File: config.mk
export PLATFORM = sky130hd
export DESIGN_NAME = imem_responder
export DESIGN_NICKNAME = d
export VERILOG_FILES = /design/src/rtl/imem_responder.sv
export SDC_FILE = /design/constraint.sdc
export NUM_CORES = 1
export LEC_CHECK = 0
export CAP_MARGIN = 0
export CORE_ASPECT_RATIO = 0.75
export CORE_UTILIZATION = 45
export CTS_BUF_LIST = sky130_fd_sc_hd__clkbuf_4
export DETAILED_ROUTE_END_ITERATION = 10
export GPL_ROUTABILITY_DRIVEN = 0
export HOLD_SLACK_MARGIN = 0.08
export PLACE_DENSITY = 0.82
export SETUP_SLACK_MARGIN = 0.05
export SLEW_MARGIN = 20
export SYNTH_ARGS = -nofsm -noshare
export SYNTH_HDL_FRONTEND = slang
export SYNTH_SLANG_ARGS = --single-unit
File: constraint.sdc
create_clock -name IF_CLK -period 1.5 [get_ports IF_CLK]
set_input_delay 0.225 -clock IF_CLK [delete_from_list [all_inputs] [get_ports IF_CLK]]
set_output_delay 0.225 -clock IF_CLK [all_outputs]
set_load 0.02 [all_outputs]
File: src/rtl/imem_responder.sv
// imem_responder: single-outstanding instruction fetch responder between fetch and a word-wide backing memory.
// Defining IMEM_TIMEOUT_EN adds a BUSY watchdog that aborts a stalled memory read.
module imem_responder #(
    parameter int          TIMEOUT_CYCLES = 16,
    parameter logic [31:0] NOP_INSTR      = 32'h0000_0013
) (
    input  logic        IF_CLK,
    input  logic        IF_RESET,
    input  logic [31:0] ADDR,
    input  logic        ADDR_VALID,
    input  logic        FLUSH,
    output logic [29:0] MEM_ADDR,
    output logic        MEM_RD,
    input  logic [31:0] MEM_RDATA,
    input  logic        MEM_READY,
    output logic [31:0] INSTR,
    output logic        INSTR_VALID,
    output logic        PC_WRITE,
    output logic        MISALIGN,
    output logic        TIMEOUT
);

    localparam logic [1:0] ST_IDLE = 2'd0;
    localparam logic [1:0] ST_BUSY = 2'd1;
    localparam logic [1:0] ST_DONE = 2'd2;

    logic [1:0]  state_r;
    logic [1:0]  state_s;
    logic [29:0] mem_addr_r;
    logic [29:0] mem_addr_s;
    logic        mem_rd_r;
    logic        mem_rd_s;
    logic [31:0] instr_r;
    logic [31:0] instr_s;
    logic        instr_valid_r;
    logic        instr_valid_s;
    logic        pc_write_r;
    logic        pc_write_s;
    logic        misalign_r;
    logic        misalign_s;
    logic        drop_r;
    logic        drop_s;
    logic        drop_any_s;
    logic        tmo_hit_s;

`ifdef IMEM_TIMEOUT_EN
    localparam logic [7:0] TMO_LAST = 8'(TIMEOUT_CYCLES - 1);

    logic [7:0] cnt_r;
    logic       timeout_r;

    assign tmo_hit_s = (cnt_r == TMO_LAST);

    // Watchdog: counter sits at zero outside BUSY, so every BUSY entry starts a fresh count
    always_ff @(posedge IF_CLK) begin
        if (IF_RESET) begin
            cnt_r     <= 8'd0;
            timeout_r <= 1'b0;
        end else if (state_r != ST_BUSY) begin
            cnt_r     <= 8'd0;
        end else if (!MEM_READY && tmo_hit_s) begin
            timeout_r <= 1'b1;
        end else begin
            cnt_r     <= cnt_r + 8'd1;
        end
    end

    assign TIMEOUT = timeout_r;
`else
    assign tmo_hit_s = 1'b0;
    assign TIMEOUT   = 1'b0;
`endif

    // Next-state and next-output computation for the IDLE/BUSY/DONE fetch sequence
    always_comb begin
        state_s       = state_r;
        mem_addr_s    = mem_addr_r;
        mem_rd_s      = mem_rd_r;
        instr_s       = instr_r;
        instr_valid_s = 1'b0;
        pc_write_s    = 1'b0;
        misalign_s    = misalign_r;
        drop_s        = drop_r;
        drop_any_s    = drop_r | FLUSH;
        case (state_r)
            ST_IDLE: begin
                mem_rd_s = 1'b0;
                drop_s   = 1'b0;
                if (ADDR_VALID) begin
                    if (ADDR[1:0] == 2'b00) begin
                        mem_addr_s = ADDR[31:2];
                        mem_rd_s   = 1'b1;
                        state_s    = ST_BUSY;
                    end else begin
                        misalign_s    = 1'b1;
                        instr_s       = NOP_INSTR;
                        instr_valid_s = 1'b1;
                        pc_write_s    = 1'b1;
                        state_s       = ST_DONE;
                    end
                end else begin
                    state_s = ST_IDLE;
                end
            end
            ST_BUSY: begin
                // A flush never cancels the memory read; it only poisons the returned word
                drop_s = drop_any_s;
                if (MEM_READY) begin
                    instr_s       = drop_any_s ? NOP_INSTR : MEM_RDATA;
                    mem_rd_s      = 1'b0;
                    instr_valid_s = 1'b1;
                    pc_write_s    = 1'b1;
                    state_s       = ST_DONE;
                end else if (tmo_hit_s) begin
                    instr_s       = NOP_INSTR;
                    mem_rd_s      = 1'b0;
                    instr_valid_s = 1'b1;
                    pc_write_s    = 1'b1;
                    state_s       = ST_DONE;
                end else begin
                    mem_rd_s = 1'b1;
                    state_s  = ST_BUSY;
                end
            end
            ST_DONE: begin
                mem_rd_s = 1'b0;
                drop_s   = 1'b0;
                state_s  = ST_IDLE;
            end
            default: begin
                mem_rd_s = 1'b0;
                drop_s   = 1'b0;
                state_s  = ST_IDLE;
            end
        endcase
    end

    // State and registered outputs
    always_ff @(posedge IF_CLK) begin
        if (IF_RESET) begin
            state_r       <= ST_IDLE;
            mem_addr_r    <= 30'd0;
            mem_rd_r      <= 1'b0;
            instr_r       <= NOP_INSTR;
            instr_valid_r <= 1'b0;
            pc_write_r    <= 1'b0;
            misalign_r    <= 1'b0;
            drop_r        <= 1'b0;
        end else begin
            state_r       <= state_s;
            mem_addr_r    <= mem_addr_s;
            mem_rd_r      <= mem_rd_s;
            instr_r       <= instr_s;
            instr_valid_r <= instr_valid_s;
            pc_write_r    <= pc_write_s;
            misalign_r    <= misalign_s;
            drop_r        <= drop_s;
        end
    end

    assign MEM_ADDR    = mem_addr_r;
    assign MEM_RD      = mem_rd_r;
    assign INSTR_VALID = instr_valid_r;
    assign PC_WRITE    = pc_write_r;
    assign MISALIGN    = misalign_r;
    // A redirect during the delivery cycle must squash the word decode is about to take
    assign INSTR       = ((state_r == ST_DONE) && FLUSH) ? NOP_INSTR : instr_r;

endmodule
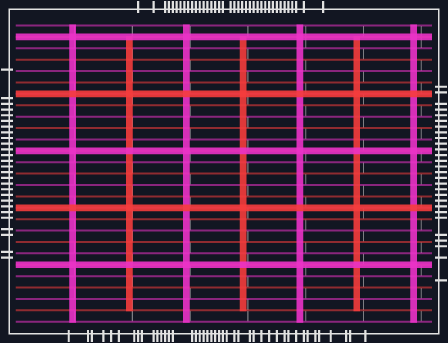
**Above:** run 1 (PDN straps and rails).
Pins as bars on the die edge. Tap cells in grey.
- VSS: magenta
- VDD: red
- rows: 26
- tap cells: 98
Worst VDD drop: 0.0005254 V
die width: 102.2 um

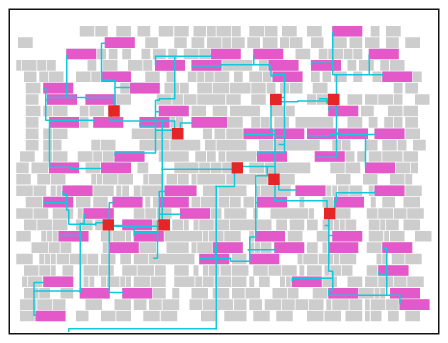
**Above:** run 1 (clock wires, drivers and flops).
- flip-flops: magenta (count 66)
- clock-net drivers: red (count 9)
- clock wires: cyan (length 817 um)
- routed clock nets: 10
- flops lie: all over the die
worst skew pair latency: 400 ps
Worst Skew: 11.26 ps

==> flow_summary.ini, run 1 <==
; flow metrics
[sta]
setup_viol = 48
fin_ws_ps = -198.1
hold_viol = 0
fin_crit_sh_pct = 113.2

[finish]
final_util_pct = 76.94
fin_cells = 616
diodes = 0

[synthesis]
ys_ff = 66
top_area_share_pct = 39.00
synth_cell_types = 28
edf_count = 0

[routing]
drtIter0Drc = 118
wl_per_cell_um = 15.94

[status]
outcome = finished with violations
failed_checks = negative setup slack

[clock_network]
cts.sinks = 66
cts_max_level = 3
ctsHoldBuffers = 0

[power]
power_density_mw_per_mm2 = 736.8
p_clk_share_pct = 38.1
p_seq_share_pct = 45.5

[worst_setup_path]
startpoint_type = register
path_class = register to primary output
crit_fanout = 8

[global_route]
overflow = 0
antenna_found_initial = 0
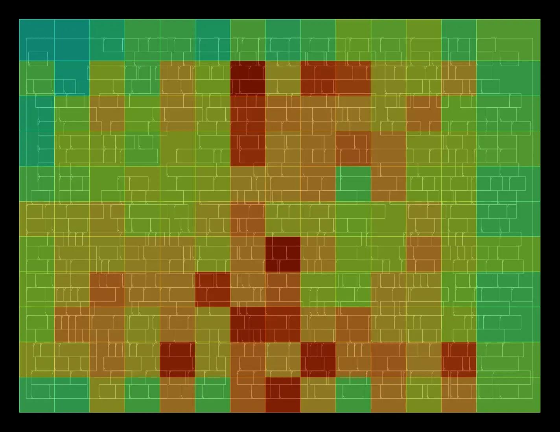
**Above:** run 1 (congestion heat map).
met3 usage: 5.834%
GRT Total Usage: 25.08%
met1 usage: 31.46%
GRT busiest layer: met2

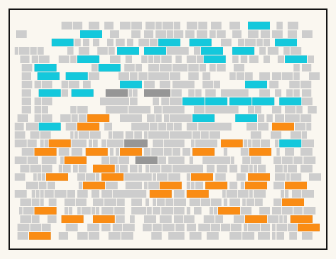
**Above:** run 1 (sequential cells coloured by netlist name).
Other sequential cells in the stronger grey, the rest of the logic in the fainter grey.
- `instr_r`: orange (flops 32)
- `MEM_ADDR`: cyan (flops 30)
- not coloured: 4
register area: 0.001326 mm2
Seq/total area: 24.53%

[run 1: registers in the layout (all words and copies together) (netlist names)]
signal and cells:
instr_r 32, MISALIGN 1, drop_r 1, MEM_ADDR 30, MEM_RD 1, state_r 1
[run 1: layout make-up]
cell class	count	area, um2	area share (%)
clock buffers	11	82.58	1.527
clock inverters	5	102.6	1.898
inverters	4	15.01	0.2777
multi-input cells	264	1949	36.06
flip-flops and latches	66	1326	24.53
well taps	98	122.6	2.268
repair buffers	168	1808	33.44
[run 1: worst max-delay path: stages, from the launching register on]
cell and delay (ps):
dfxtp_2 350, nand3b_1 170, buf_6 160, buf_8 130
and2_4 160, buf_6 120
[run 1: through the flow]
stage                     total power, mW  area (um2)  setup slack [ps]  setup TNS [ps]
after floorplan                     2.133        3390             74.09               0
after global placement              2.429        4782            -413.1          -21360
after detailed placement            2.442        4782            -466.9          -26360
after CTS                           4.013        5299            -213.6           -6473
after global routing                4.131        5406            -256.0           -9771
final                               3.983        5406            -198.1           -6188
[run 1: cell families after synthesis]
group	after synthesis	synth area share (%)
DFF	66	39.00
other	1	0.1107
and+or+nand+nor	196	33.49
AOI/OAI and AO/OA	37	10.30
muxes	30	8.863
buffers and inverters	42	8.235
[run 1: per-layer routing]
| layer | up-vias | wire, um |
|---|---|---|
| li1 | 1549 | - |
| met1 | 1526 | 4179 |
| met2 | 101 | 4873 |
| met3 | 13 | 601 |
| met4 | 0 | 168 |
| met5 | - | 0 |
[run 1: repair_timing]
action / 4_1_cts / 5_1_grt
pin swaps: 19 / 33
gates cloned: 7 / 3
resized: 287 / 15
setup endpoints to repair: 126 / 90
setup buffers: 8 / 3
**Run 1: cell classes on the final placement**

Bar = 20 um.
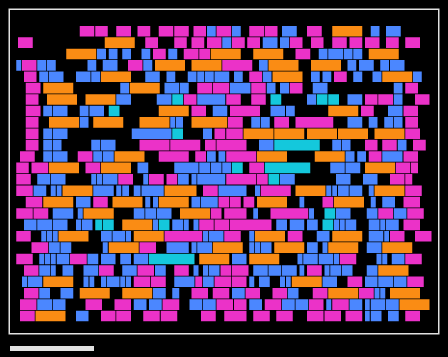

--- run 2 (diff from run 1) ---
--- a/config.mk
+++ b/config.mk
@@ -5,16 +5,17 @@
 export SDC_FILE = /design/constraint.sdc
 export NUM_CORES = 1
 export LEC_CHECK = 0
-export CAP_MARGIN = 0
+export CAP_MARGIN = 20
 export CORE_ASPECT_RATIO = 0.75
 export CORE_UTILIZATION = 45
 export CTS_BUF_LIST = sky130_fd_sc_hd__clkbuf_4
 export DETAILED_ROUTE_END_ITERATION = 10
 export GPL_ROUTABILITY_DRIVEN = 0
 export HOLD_SLACK_MARGIN = 0.08
-export PLACE_DENSITY = 0.82
+export PLACE_DENSITY = 0.8
 export SETUP_SLACK_MARGIN = 0.05
 export SLEW_MARGIN = 20
 export SYNTH_ARGS = -nofsm -noshare
 export SYNTH_HDL_FRONTEND = slang
 export SYNTH_SLANG_ARGS = --single-unit
+export TNS_END_PERCENT = 10
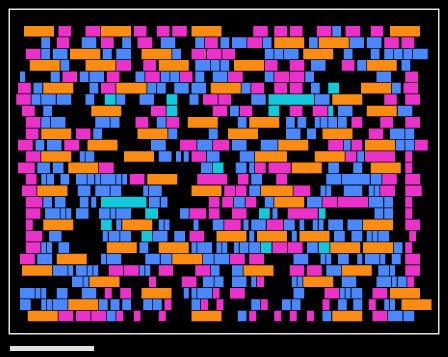
**Above:** run 2 (cell classes on the final placement).
Bar = 20 um.
- clock drivers and dummy loads: cyan (cells 16; share of their area 3.4%)
- registers: orange (cells 66; share of their area 28%)
- remaining buffers and delay cells: magenta (cells 153; share of their area 30%)
- remaining logic cells: blue (cells 268; share of their area 39%)
Seq/total area: 27.49%
Final Util: 68.54%
core area: 0.007027 mm2

==> flow_summary.ini, run 2 <==
; flow metrics
[status]
outcome = finished with violations
failed_checks = negative setup slack

[global_route]
antenna_found_initial = 0
grt_pass1_vias = 2970
overflow = 0
grt_use_total_pct = 23.14

[finish]
fin_cells = 601
largest_reg_flops = 32
diodes = 0
top_register = instr_r

[placed_design]
pre_cts_ws_ps = -506.7
place_area_mm2 = 0.004780

[worst_setup_path]
startpoint_type = register
crit_chain = nand3b_1 > buf_6 > and2_1 > buf_2
path_class = register to primary output
ff2ff_path_depth = 5
timing.rr.end = MEM_ADDR[14]$_SDFFE_PP0P_
path_buffers = 2
cp_top_family = simple AND/OR/NAND/NOR gates
crit_fanout = 24
slowest_stage = dfxtp_2

[sta]
fin_ws_ps = -194.3
setup_viol = 46
fin_crit_sh_pct = 112.9
hold_viol = 0
fin_skew_ps = 15.09
final.setup.tns_ps = -5191

[power]
power_density_mw_per_mm2 = 779.2
vdd_drop_max_v = 0.0004571
p_total_mw = 3.753
p_clk_share_pct = 36.7
switchingPower_uw = 980.5
p_seq_share_pct = 48.3

[synthesis]
synth_cell_types = 28
top_area_share_pct = 39.00
ys_ff = 66
edf_count = 0

[routing]
wl_per_cell_um = 14.78
drtIter0Drc = 126

[die]
die_w_um = 102.2

[clock_network]
cts_max_level = 3
cts.sinks = 66
clk_latency_ps = 410
## run 2: cell counts after synthesis
No cell type changed its count.
## run 2: area by class of cell
| class | count | area [um2] | share of cell area (%) |
|---|---|---|---|
| clock buffers | 9 | 67.56 | 1.403 |
| clock inverters | 7 | 92.59 | 1.923 |
| inverters | 4 | 15.01 | 0.3118 |
| multi-input cells | 264 | 1804 | 37.46 |
| flip-flops and latches | 66 | 1324 | 27.49 |
| well taps | 98 | 122.6 | 2.546 |
| repair buffers | 153 | 1390 | 28.86 |
## run 2: cells by family (layout without fill, tap and decap cells)
group,after synthesis,count (layout),share of synthesized area (%)
mux,30,30,8.863
simple gates,196,196,33.49
other cells,1,1,0.1107
buf+inv,42,173,8.235
compound gates,37,37,10.30
flops,66,66,39.00
## run 2: what timing repair did
action | in CTS | in global routing
setup endpoints to repair | 125 | 89
gates resized | 173 | 24
pin swaps | 0 | 7
hold buffers | 0 | 0
## run 2: metal layers
| layer | track usage [%] | wire length [um] |
|---|---|---|
| met4 | 9.857 | 184 |
| met2 | 38.52 | 4230 |
| met5 | 0 | 0 |
| met3 | 5.743 | 517 |
| met1 | 28.08 | 3948 |
## run 2: worst max-delay path by stage
stage / start / to / cells after the start / slack [ps]
3_3_place_gp: FLUSH / INSTR[17] / 5 / -430
3_5_place_dp: FLUSH / INSTR[14] / 5 / -510
5_1_grt: MEM_RD$_SDFF_PP0_ / INSTR[14] / 4 / -290
2_1_floorplan: state_r[1]$_SDFF_PP0_ / instr_r[10]$_SDFFE_PP0P_ / 6 / 70
4_1_cts: MEM_RD$_SDFF_PP0_ / INSTR[14] / 4 / -330
6_report: MEM_RD$_SDFF_PP0_ / INSTR[24] / 4 / -190
## run 2: tightest hold or removal path: stages
cell,delay (ps)
buf_4,100
nor3b_1,60
nor2b_1,120
**Run 2: sequential cells coloured by netlist name**

Other sequential cells in the stronger grey, the rest of the logic in the fainter grey.
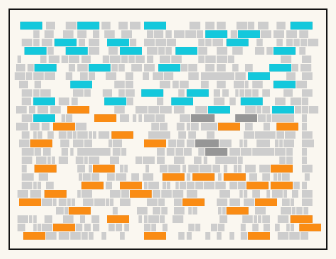

--- run 3 (diff from run 2) ---
--- a/config.mk
+++ b/config.mk
@@ -7,12 +7,12 @@
 export LEC_CHECK = 0
 export CAP_MARGIN = 20
 export CORE_ASPECT_RATIO = 0.75
-export CORE_UTILIZATION = 45
+export CORE_UTILIZATION = 48
 export CTS_BUF_LIST = sky130_fd_sc_hd__clkbuf_4
 export DETAILED_ROUTE_END_ITERATION = 10
 export GPL_ROUTABILITY_DRIVEN = 0
 export HOLD_SLACK_MARGIN = 0.08
-export PLACE_DENSITY = 0.8
+export PLACE_DENSITY = 0.85
 export SETUP_SLACK_MARGIN = 0.05
 export SLEW_MARGIN = 20
 export SYNTH_ARGS = -nofsm -noshare
==> constraint.sdc (replaced) <==
create_clock -name IF_CLK -period 2.1 [get_ports IF_CLK]
set_input_delay 0.315 -clock IF_CLK [delete_from_list [all_inputs] [get_ports IF_CLK]]
set_output_delay 0.315 -clock IF_CLK [all_outputs]
set_load 0.02 [all_outputs]
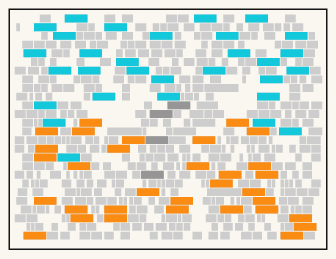
**Above:** run 3 (sequential cells coloured by netlist name).
Other sequential cells in the stronger grey, the rest of the logic in the fainter grey.
Sequential Power: 1.29 mW
Seq/total area: 27.28%

==> flow_summary.ini, run 3 <==
; flow metrics
[status]
outcome = finished clean

[global_route]
grt_pass1_vias = 2818
overflow = 0

[synthesis]
ys_sh_simple_pct = 33.49
top_area_share_pct = 39.00
synthAoiAreaFrac_pct = 10.30
ys_ff = 66
mux_share_pct = 8.863
synthTopLogicFamily = simple AND/OR/NAND/NOR gates
edf_count = 0

[worst_setup_path]
path_class = primary input to primary output
ff2ff_path_depth = 5
cpPeakStageDelay_ps = 500
crit_chain = clkdlybuf4s50_1 > nand3b_1 > buf_4 > and2_1 > dlygate4sd2_1

[finish]
final_util_pct = 70.90
largest_reg_flops = 32
diodes = 0

[routing]
wl_met3_um = 452
wl_per_cell_um = 14.63
drt-met1-wl_um = 3694

[sta]
setup_viol = 0
fin_skew_ps = 17.04
final.setup.tns_ps = 0
fin_ws_ps = 139.9
fin_crit_sh_pct = 93.34
hold_viol = 0

[clock_network]
cts_setup_buffers = 0
clk_latency_ps = 400

[power]
power_density_mw_per_mm2 = 571.1
p_seq_share_pct = 46.8

[placed_design]
pre_cts_ws_ps = -85.71
-- run 3: layer usage --
metal / GRT usage [%] / vias up
met2: 39.86 / 99
met5: 0 / -
met1: 27.19 / 1406
met4: 9.287 / 0
met3: 6.035 / 15
li1: - / 1498
-- run 3: stage by stage --
step	instance area, um2	std cells
after detailed placement	4691	565
after floorplan	3388	372
after CTS	4835	581
after global routing	4843	581
final	4843	581
after global placement	4691	565
-- run 3: power groups by stage --
stage	sequential (mW)	combinational, mW	clock, mW
2_1_floorplan	1.35	0.174	0
3_3_place_gp	1.32	0.399	0
3_5_place_dp	1.32	0.406	0
4_1_cts	1.29	0.406	1.09
5_1_grt	1.30	0.431	1.15
6_report	1.29	0.405	1.07
-- run 3: layout make-up --
class,instances,area (um2)
well taps,84,105.1
clock inverters,6,105.1
flip-flops and latches,66,1321
inverters,4,15.01
fillers,563,1988
multi-input cells,264,1788
clock buffers,10,75.07
repair buffers,147,1434
-- run 3: cells by family (layout without fill, tap and decap cells) --
logic type             after synthesis  after routing
buffers and inverters               42            167
other                                1              1
muxes                               30             30
and+or+nand+nor                    196            196
DFF                                 66             66
AOI/OAI and AO/OA                   37             37
-- run 3: repair_timing --
action	in CTS	in global routing
endpoints found under the setup margin	34	2
gates resized	33	3
hold buffers	0	0
-- run 3: worst paths after layout --
check                   startpoint                         to  slack (ps)
min reg2reg  MISALIGN$_SDFFE_PP0P_      MISALIGN$_SDFFE_PP0P_         460
max                          FLUSH                  INSTR[25]         140
min                       IF_RESET   instr_r[15]$_SDFFE_PP0P_         370
max reg2reg  state_r[1]$_SDFF_PP0_  MEM_ADDR[13]$_SDFFE_PP0P_         490
-- run 3: worst reg2reg max path, stage by stage (launching register included) --
cell	delay, ps
dfxtp_1	340
buf_8	190
nor3b_2	200
nor3b_4	220
buf_4	330
mux2i_1	250
No activity file was given, so power comes from the tool's default toggle rates.
